Design alu_mc, sky130hd; sources not shown.
run_1/met2.png
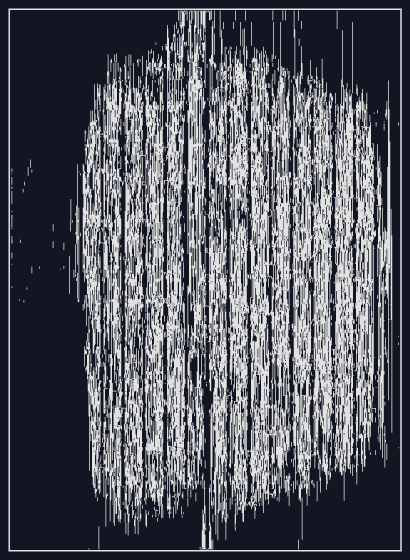
longest straight run = 206 um
nets with wire on the layer = 3590
main direction = vertical
routed vias: 28200
final wirelength: 129000 um
GRT met2 Usage: 0.490

run_1/met4.png
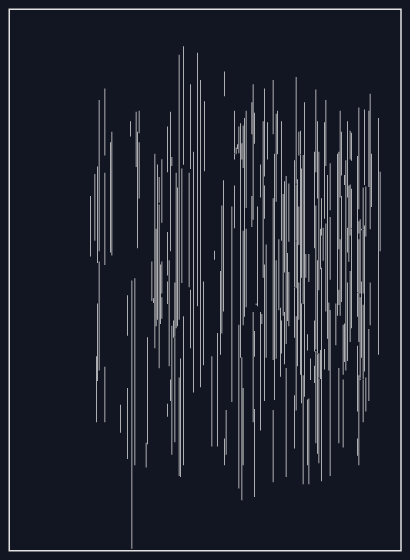
longest straight run = 198 um
main direction = vertical
share of all routed wire = 9.5%
wire length on this layer = 12200 um
nets with wire on the layer = 185

run_1/met3.png
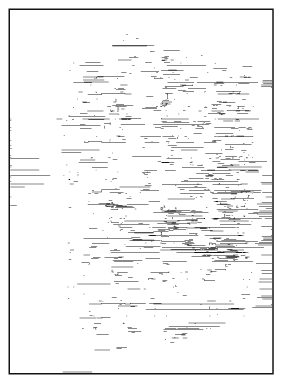
nets with wire on the layer = 506
wire length on this layer = 7080 um
share of all routed wire = 5.5%
met3 Use GR: 0.0322

==> CHANGELOG.md, run 1 <==
### Metrics

* Seq_cells at 140
* Late-Pin Clk Latency at 470 ps
* Worst VDD drop at 0.417 mV
* Comb/total area at 0.531
* Critical path class: reg -> reg
* Vias per cell at 5.67
* Layout non-clock buf frac at 0.297
* Most frequent logic cell in the layout: buf_4
* Period utilization at 1.23
* R2R setup slack at -810 ps
* Failing checks: negative setup slack
* P per Cell Area at 778 mW/mm^2
* Layout clock area frac at 0.0164
* Die Area at 0.0876 mm^2
* PnR worst setup slack at -806 ps
* Syn nets at 3066
* FMAX at 0.232 GHz
* Leakage power at 15.8 nW
* Seq share, synth at 0.165
* Aoi/oai-family share of the synthesized area at 0.312
* YS warnings at 0
* Adder share at 0.104
* Metal2 WL at 63000 um
* Hold Vio Cnt, Final at 0
* Die Ht at 348 um
* Well-tap cell count at 1071
* Final-report setup violation count at 24
* Worst-case reg-to-reg path depth at 17
* Mux area share at 0.124
* Status: finished, violations left
run 1: kinds of logic after synthesis:
family,count (synthesis)
AOI/OAI and AO/OA,968
and+or+nand+nor,902
buffers and inverters,370
muxes,199
adders and majority gates,174
DFF,140
xor gates and xnor gates,67
run 1: metal layers:
metal / track usage / vias to the layer above
met4: 0.205 / 0
met5: - / -
met1: 0.308 / 13800
li1: - / 12700
met2: 0.490 / 1251
met3: 0.0322 / 482
run 1: worst max-delay path: stages (launching register included):
cell and delay [ps]:
dfrtp_1 410, inv_2 80, ha_4 270, nor2b_4 180, o2111ai_4 130, a21o_1 260, a211oi_4 370, buf_4 190
a21oi_4 50, buf_12 130, buf_12 130, and2_1 180, a211oi_2 260, o21ai_2 130, nand4b_1 220, or4b_4 580
or4_4 430, o31ai_2 190
run 1: through the flow:
stage / area [um^2] / util / setup TNS, ps / hold slack (ps)
finish: 35100 / 0.431 / -5310 / 196
CTS: 33900 / 0.417 / -3990 / 191
detailed placement: 31200 / 0.383 / -32470 / 483
floorplan: 21600 / - / -2150 / 404
global route: 35100 / 0.431 / -8180 / 229
global placement: 31200 / 0.383 / -34570 / 479
run 1: power breakdown:
part | internal [mW] | switching (mW) | total [mW]
sequential | 2.38 | 0.745 | 3.13
clock | 1.01 | 0.888 | 1.90
combinational | 10.9 | 11.4 | 22.3
run 1: repair_timing:
item	4_1_cts	5_1_grt
pin swaps	85	95
cloned	0	0
setup endpoints to repair	50	42
resized	436	232
hold buffers	0	0
setup buffers	73	49
## Run 2: what changed since run 1
--- a/config.mk
+++ b/config.mk
@@ -11,6 +11,8 @@
 export CORE_UTILIZATION = 26
 export DETAILED_ROUTE_END_ITERATION = 12
 export MAX_ROUTING_LAYER = met4
+export SETUP_SLACK_MARGIN = 0.15
 export SYNTH_ARGS = -nofsm -noshare
 export SYNTH_HDL_FRONTEND = slang
 export SYNTH_SLANG_ARGS = --single-unit
+export TNS_END_PERCENT = 100
==> constraint.sdc (replaced) <==
create_clock -name clk -period 5.6 [get_ports clk]
set_input_delay 1.12 -clock clk [delete_from_list [all_inputs] [get_ports clk]]
set_output_delay 1.12 -clock clk [all_outputs]
set_load 0.005 [all_outputs]
==> CHANGELOG.md, run 2 <==
### Metrics

* Status: finished clean
* Late-Pin Clk Latency at 500 ps (+30 ps)
* Cts repair resizes at 0 (-100%)
* Vias per cell at 6.07 (+7.0%)
* Die Ht at 348 um (unchanged)
* Seq share, synth at 0.165 (unchanged)
* Most frequent logic cell in the layout: nand2_1
* Leakage power at 10.9 nW (-31%)
* Crit path buffers/inverters at 4 (unchanged)
* Utilization after layout at 0.314 (-0.117)
* Cell family with most CP delay: AND-OR/OR-AND gates
* Worst VDD drop at 0.227 mV (-46%)
* Setup TNS at 0 ps (+5310 ps)
* Hpwl dp at 94900 um
* Critical Path Stages at 17 (unchanged)
* Period utilization at 0.925
* P per Cell Area at 478 mW/mm^2 (-39%)
* Hold Buf Count CTS at 0 (unchanged)
* Slowest cell on the critical path: a211oi_1
* Mux area share at 0.124 (unchanged)
* R2R setup slack at 490 ps (+1300 ps)
* Worst-case reg-to-reg path depth at 14 (-3)
* Aoi/oai-family share of the synthesized area at 0.312 (unchanged)
* Largest stage delay, worst path at 540 ps (-40 ps)
* Syn nets at 3066 (unchanged)
* Final-report setup violation count at 0 (-100%)
* Largest net degree at the start of global routing at 72
* Critical path class: in -> reg
* CP Cell Sequence: clkdlybuf4s50_1 -> inv_1 -> ha_1 -> nand4_1 -> or4_1 -> a211oi_1 -> o31ai_1 -> buf_4 -> o31a_1 -> buf_4 -> o311ai_0 -> nand3_1 -> a221oi_1 -> nand2_1 -> nor4_1 -> a32oi_1 -> o31ai_1
* Hold Vio Cnt, Final at 0 (unchanged)
* YS warnings at 0 (unchanged)
run 2: cell count changes in the layout (fill, tap and decap cells not counted), moves of 28 or more:
| cell | before | now |
|---|---|---|
| a21oi_1 | 166 | 209 |
| a21oi_2 | 36 | 4 |
| buf_12 | 34 | 5 |
| buf_4 | 1060 | 254 |
| buf_6 | 66 | 2 |
| clkdlybuf4s50_1 | 57 | 101 |
| ha_1 | 123 | 170 |
| ha_4 | 44 | 0 |
| inv_1 | 112 | 149 |
| inv_2 | 29 | 1 |
| o21ai_0 | 141 | 180 |
run 2: report_power, final:
part	leakage, nW	switching [mW]	internal [mW]	total [mW]
combinational	8.82	5.34	3.46	8.81
sequential	1.72	0.594	1.49	2.08
clock	0.330	0.509	0.826	1.34
run 2: layout make-up:
class,count,area [um^2]
diodes,2,5.00
clock buffers,30,664
clock inverters,3,20.0
fillers,8877,55900
inverters,151,567
multi-input cells,2310,16400
flip-flops and latches,140,3510
well taps,1071,1340
repair buffers,368,3070
run 2: per-stage QoR:
| step | setup slack (ps) | hold WS [ps] | total power [mW] | instance area [um^2] |
|---|---|---|---|---|
| 3_5_place_dp | -154 | 479 | 10.6 | 24800 |
| 6_report | 419 | 491 | 12.2 | 25600 |
| 2_1_floorplan | 260 | 450 | 7.60 | 21300 |
| 4_1_cts | 335 | 494 | 12.0 | 25500 |
| 3_3_place_gp | -33.0 | 477 | 10.6 | 24800 |
| 5_1_grt | 176 | 518 | 13.0 | 25600 |
run 2: per-layer routing:
layer,wire (um),GRT usage,vias up
li1,-,-,10900
met3,8410,0.0364,438
met1,42100,0.285,11900
met2,56100,0.439,1465
met5,0,-,-
met4,11200,0.192,0
run_2/met3.png
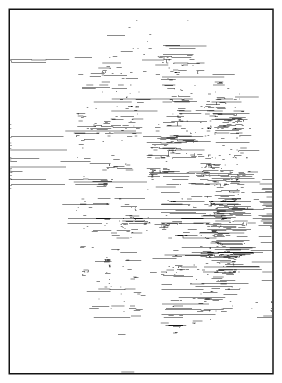
wire length on this layer = 8410 um
share of all routed wire = 7.1%
final wirelength: 118000 um
met3 Use GR: 0.0364
routed vias: 24700

Power is estimated from default activity; no workload was simulated.
